$ cat config.mk
export PLATFORM = sky130hd
export DESIGN_NAME = serial_key_unlock
export DESIGN_NICKNAME = d
export VERILOG_FILES = /design/src/rtl/serial_key_unlock.sv
export SDC_FILE = /design/constraint.sdc
export NUM_CORES = 1
export LEC_CHECK = 0
export ABC_AREA = 1
export CAP_MARGIN = 20
export CORE_UTILIZATION = 30
export CTS_BUF_LIST = sky130_fd_sc_hd__clkbuf_16
export DETAILED_ROUTE_END_ITERATION = 10
export SYNTH_ARGS = -nofsm -noshare
export SYNTH_HDL_FRONTEND = slang
export SYNTH_SLANG_ARGS = --single-unit
$ cat constraint.sdc
create_clock -name Clk -period 1.8 [get_ports Clk]
set_input_delay 0.18 -clock Clk [delete_from_list [all_inputs] [get_ports Clk]]
set_output_delay 0.18 -clock Clk [all_outputs]
set_load 0.03 [all_outputs]
$ cat src/rtl/serial_key_unlock.sv
// Serial unlock decoder for the calculator command path.
// A KEY_W-bit key followed by a MODE_W-bit mode field arrives one bit per
// valid command, MSB first. A matching key unlocks the calculator (Active)
// and loads the mode. Consecutive mismatches are counted, and reaching
// MAX_FAILS starts a timed lockout. Once unlocked, the mode can be updated
// serially. Lock relocks the decoder.
module serial_key_unlock #(
    parameter int                KEY_W       = 4,
    parameter int                MODE_W      = 1,
    parameter logic [KEY_W-1:0]  KEY_VALUE   = 4'b1010,
    parameter int                MAX_FAILS   = 3,
    parameter int                LOCK_CYCLES = 8
) (
    input  logic                             Clk,
    input  logic                             Reset,
    input  logic                             ValidCmd,
    input  logic                             InputKey,
    input  logic                             Lock,
    output logic                             Active,
    output logic [MODE_W-1:0]                Mode,
    output logic                             LockedOut,
    output logic [$clog2(MAX_FAILS+1)-1:0]   FailCnt
);

    localparam int SHIFT_W = KEY_W + MODE_W;
    localparam int CNT_W   = $clog2(SHIFT_W);
    localparam int FAIL_W  = $clog2(MAX_FAILS + 1);
    localparam int TMR_W   = (LOCK_CYCLES > 1) ? $clog2(LOCK_CYCLES) : 1;

    typedef enum logic [1:0] {
        S_SHIFT   = 2'd0,
        S_VERIFY  = 2'd1,
        S_ACTIVE  = 2'd2,
        S_LOCKOUT = 2'd3
    } state_t;

    state_t               state_q,  state_d;
    logic [CNT_W-1:0]     cnt_q,    cnt_d;
    logic [SHIFT_W-1:0]   shift_q,  shift_d;
    logic                 active_q, active_d;
    logic [MODE_W-1:0]    mode_q,   mode_d;
    logic                 locked_q, locked_d;
    logic [FAIL_W-1:0]    fail_q,   fail_d;
    logic [TMR_W-1:0]     timer_q,  timer_d;
    logic [FAIL_W-1:0]    fail_inc;

    // State register: synchronous reset to the idle SHIFT state with all fields cleared.
    always_ff @(posedge Clk) begin
        // NOTE: every register here is plain flop storage, so reset clears all of
        // them; the shift register must also be cleared so a partial key is discarded.
        if (Reset) begin
            state_q  <= S_SHIFT;
            cnt_q    <= '0;
            shift_q  <= '0;
            active_q <= 1'b0;
            mode_q   <= '0;
            locked_q <= 1'b0;
            fail_q   <= '0;
            timer_q  <= '0;
        end else begin
            // NOTE: non-blocking assignments let every flop see pre-edge values,
            // which matches the hardware regardless of statement order.
            state_q  <= state_d;
            cnt_q    <= cnt_d;
            shift_q  <= shift_d;
            active_q <= active_d;
            mode_q   <= mode_d;
            locked_q <= locked_d;
            fail_q   <= fail_d;
            timer_q  <= timer_d;
        end
    end

    // Next-state logic: shift, verify, serial mode update and lockout timing.
    always_comb begin
        // NOTE: defaults first, so that every path assigns every signal and
        // no latch is inferred.
        state_d  = state_q;
        cnt_d    = cnt_q;
        shift_d  = shift_q;
        active_d = active_q;
        mode_d   = mode_q;
        locked_d = locked_q;
        fail_d   = fail_q;
        timer_d  = timer_q;
        fail_inc = fail_q + FAIL_W'(1);

        case (state_q)
            S_SHIFT: begin
                if (ValidCmd) begin
                    shift_d = {shift_q[SHIFT_W-2:0], InputKey};
                    if (cnt_q == CNT_W'(SHIFT_W - 1)) begin
                        cnt_d   = '0;
                        state_d = S_VERIFY;
                    end else begin
                        cnt_d = cnt_q + CNT_W'(1);
                    end
                end
            end

            S_VERIFY: begin
                // Only the key field is compared; the mode bits ride along.
                if (shift_q[SHIFT_W-1 -: KEY_W] == KEY_VALUE) begin
                    state_d  = S_ACTIVE;
                    active_d = 1'b1;
                    mode_d   = shift_q[MODE_W-1:0];
                    fail_d   = '0;
                end else begin
                    shift_d = '0;
                    cnt_d   = '0;
                    fail_d  = fail_inc;
                    if (fail_inc == FAIL_W'(MAX_FAILS)) begin
                        state_d  = S_LOCKOUT;
                        locked_d = 1'b1;
                        timer_d  = TMR_W'(LOCK_CYCLES - 1);
                    end else begin
                        state_d = S_SHIFT;
                    end
                end
            end

            S_ACTIVE: begin
                // Relock wins over a mode bit arriving in the same cycle.
                if (Lock) begin
                    state_d  = S_SHIFT;
                    active_d = 1'b0;
                    mode_d   = '0;
                    shift_d  = '0;
                    cnt_d    = '0;
                    fail_d   = '0;
                end else if (ValidCmd) begin
                    // Works for MODE_W == 1, where this reduces to Mode <= InputKey.
                    mode_d = (mode_q << 1) | MODE_W'(InputKey);
                end
            end

            S_LOCKOUT: begin
                // The timer starts at LOCK_CYCLES-1, so the exit happens on the
                // cycle it reads 0, and LockedOut is high for LOCK_CYCLES cycles.
                if (timer_q == '0) begin
                    state_d  = S_SHIFT;
                    locked_d = 1'b0;
                    fail_d   = '0;
                end else begin
                    timer_d = timer_q - TMR_W'(1);
                end
            end

            default: begin
                state_d  = S_SHIFT;
                cnt_d    = '0;
                shift_d  = '0;
                active_d = 1'b0;
                mode_d   = '0;
                locked_d = 1'b0;
                fail_d   = '0;
                timer_d  = '0;
            end
        endcase
    end

    assign Active    = active_q;
    assign Mode      = mode_q;
    assign LockedOut = locked_q;
    assign FailCnt   = fail_q;

endmodule

**Cell placement**

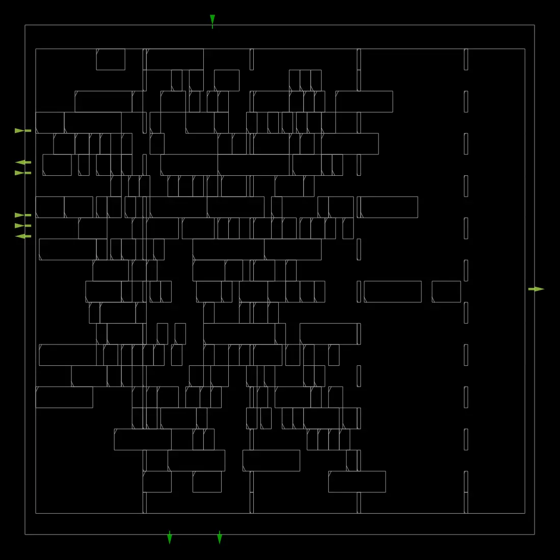
final core utilization: 37.2%
Non-Filler Instances: 232
Core ar.: 0.00377 mm2

**Clock network drawn from the DEF**

Scale bar: 20 um.
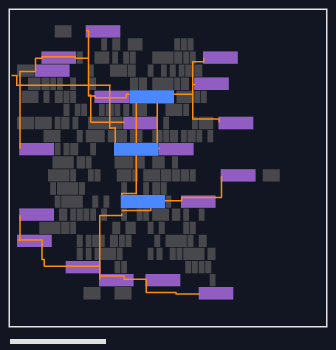
[blue] clock drivers | count: 3
[purple] flip-flops | count: 18
[orange] clock wires | length: 280 um
routed clock nets	4
Worst Skew: 0.00372 ns
Clock power frac: 19.8%

**Metal 2**

Cells faint in the background.
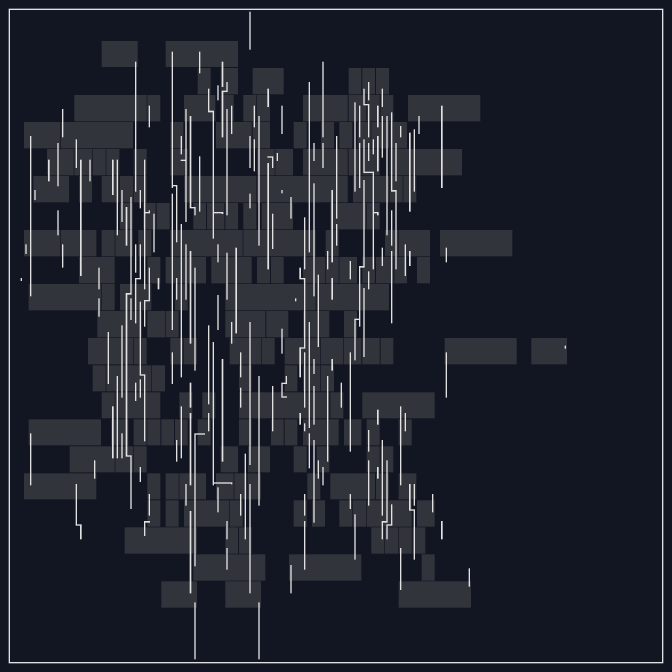
nets with wire on the layer	132
share of all routed wire	43%
M2 GR Usage: 19.0%
total number of vias: 1011
total wire length: 2250 um

==> results.ini <==
[synth]
syn_inst=174
synth.distinct_cells=23
ys_seq_share_pct=29.7
numSynthFlops=18
largest_area_cell=dfxtp_1
avgSynthCellArea_um2=6.98
yosysWarnings=0

[global_route]
antenna_found_initial=0
grt_pass1_wl_um=3950
grt_max_degree=19
grt_usage_pct=11.7

[cells_and_area]
fin_area_mm2=0.00140
nNetsFinal=200
area_delta_synth_final_pct=15.3
final_common_cell=nand2_1
final_layout_top_logic_cells=nand2_1 (49), nor2_1 (26), inv_1 (19)
layout-drive-gt1-share_pct=11.4
n_fill_cell=400
antenna_cells=0

[setup_path]
worstSetupStartpointType=register
r2r_start=state_q[1]$_SDFFE_PP0P_
endpoint_kind=register
path_class=register to register
cpLargestDelayFamily=simple AND/OR/NAND/NOR gates
path_buffers=3
crit_fanout=16
cp-startpoint=state_q[1]$_SDFFE_PP0P_

[power_and_ir_drop]
peakVddDrop_mv=0.696
cellPowerDensity_mw_per_mm2=1630

[floorplan]
io_pins=10
fp.dieArea_mm2=0.00431
fp-utilization_pct=32.2
rows=22

[final_timing]
relSlewSlack_pct=68.5
hold_violations=0
finalCritPeriodShare_pct=87.9

[routing]
drtIter0Drc=30
ant_nets=0
drc_errors=0
drtPass1Iterations=4

[placed_design]
port-buffer-count=9
placed_cell_area_mm2=0.00132

[clock_network]
htree_levels=1
worstSkewPairLatency_ns=0.25
tritoncts=built
clockRootBuffer=clkbuf_16
hold_buffers=0
post-cts-setup-buffers=0

[min_path]
holdCritPathClass=register to register

[outcome]
outcome=finished, final reports clean

[job]
maxCapViolCount=0

tightest hold or removal path, stage by stage, from the launching register on:
cell     delay [ns]
dfxtp_1        0.31
nand2_1        0.06
a21oi_1        0.05
power by group:
group          switching (mW)  leakage, nW  internal [mW]
combinational           0.758        0.464          0.475
clock                   0.159       0.0385          0.296
sequential             0.0848        0.147          0.518
flip-flops by register name (all words and copies together), names as in the netlist:
| name | count |
|---|---|
| FailCnt | 2 |
| Mode | 1 |
| LockedOut | 1 |
| cnt_q | 3 |
| Active | 1 |
| state_q | 2 |
| timer_q | 3 |
| shift_q | 5 |
layout make-up:
| class | count | area [um2] | share of cell area (%) |
|---|---|---|---|
| multi-input combinational | 130 | 713 | 50.9 |
| tap | 48 | 60.1 | 4.29 |
| timing repair buffer | 11 | 105 | 7.50 |
| sequential | 18 | 360 | 25.7 |
| inverter | 21 | 83.8 | 5.98 |
| clock inverter | 1 | 3.75 | 0.268 |
| clock buffer | 3 | 75.1 | 5.36 |
logic make-up after synthesis:
family                     share of synthesized area (%)
buffers and inverters                               11.6
DFF                                                 29.7
and+or+nand+nor                                     40.2
adders and majority gates                           10.3
AOI/OAI and AO/OA                                   8.24
routing by layer:
layer  track usage, %  vias to the layer above  share of wire, %
li1                 -                      567                 -
met1             15.3                      429                53
met2             19.0                       10                43
met3             2.08                        5               2.3
met4             4.08                        0               1.2
met5                0                        -                 0
per-stage QoR:
stage / std cells / utilization (%)
after floorplan: 174 / -
after global placement: 228 / 35.1
after detailed placement: 228 / 35.1
after CTS: 232 / 37.2
after global routing: 232 / 37.2
final: 232 / 37.2
Power and IR drop assume default switching activity.
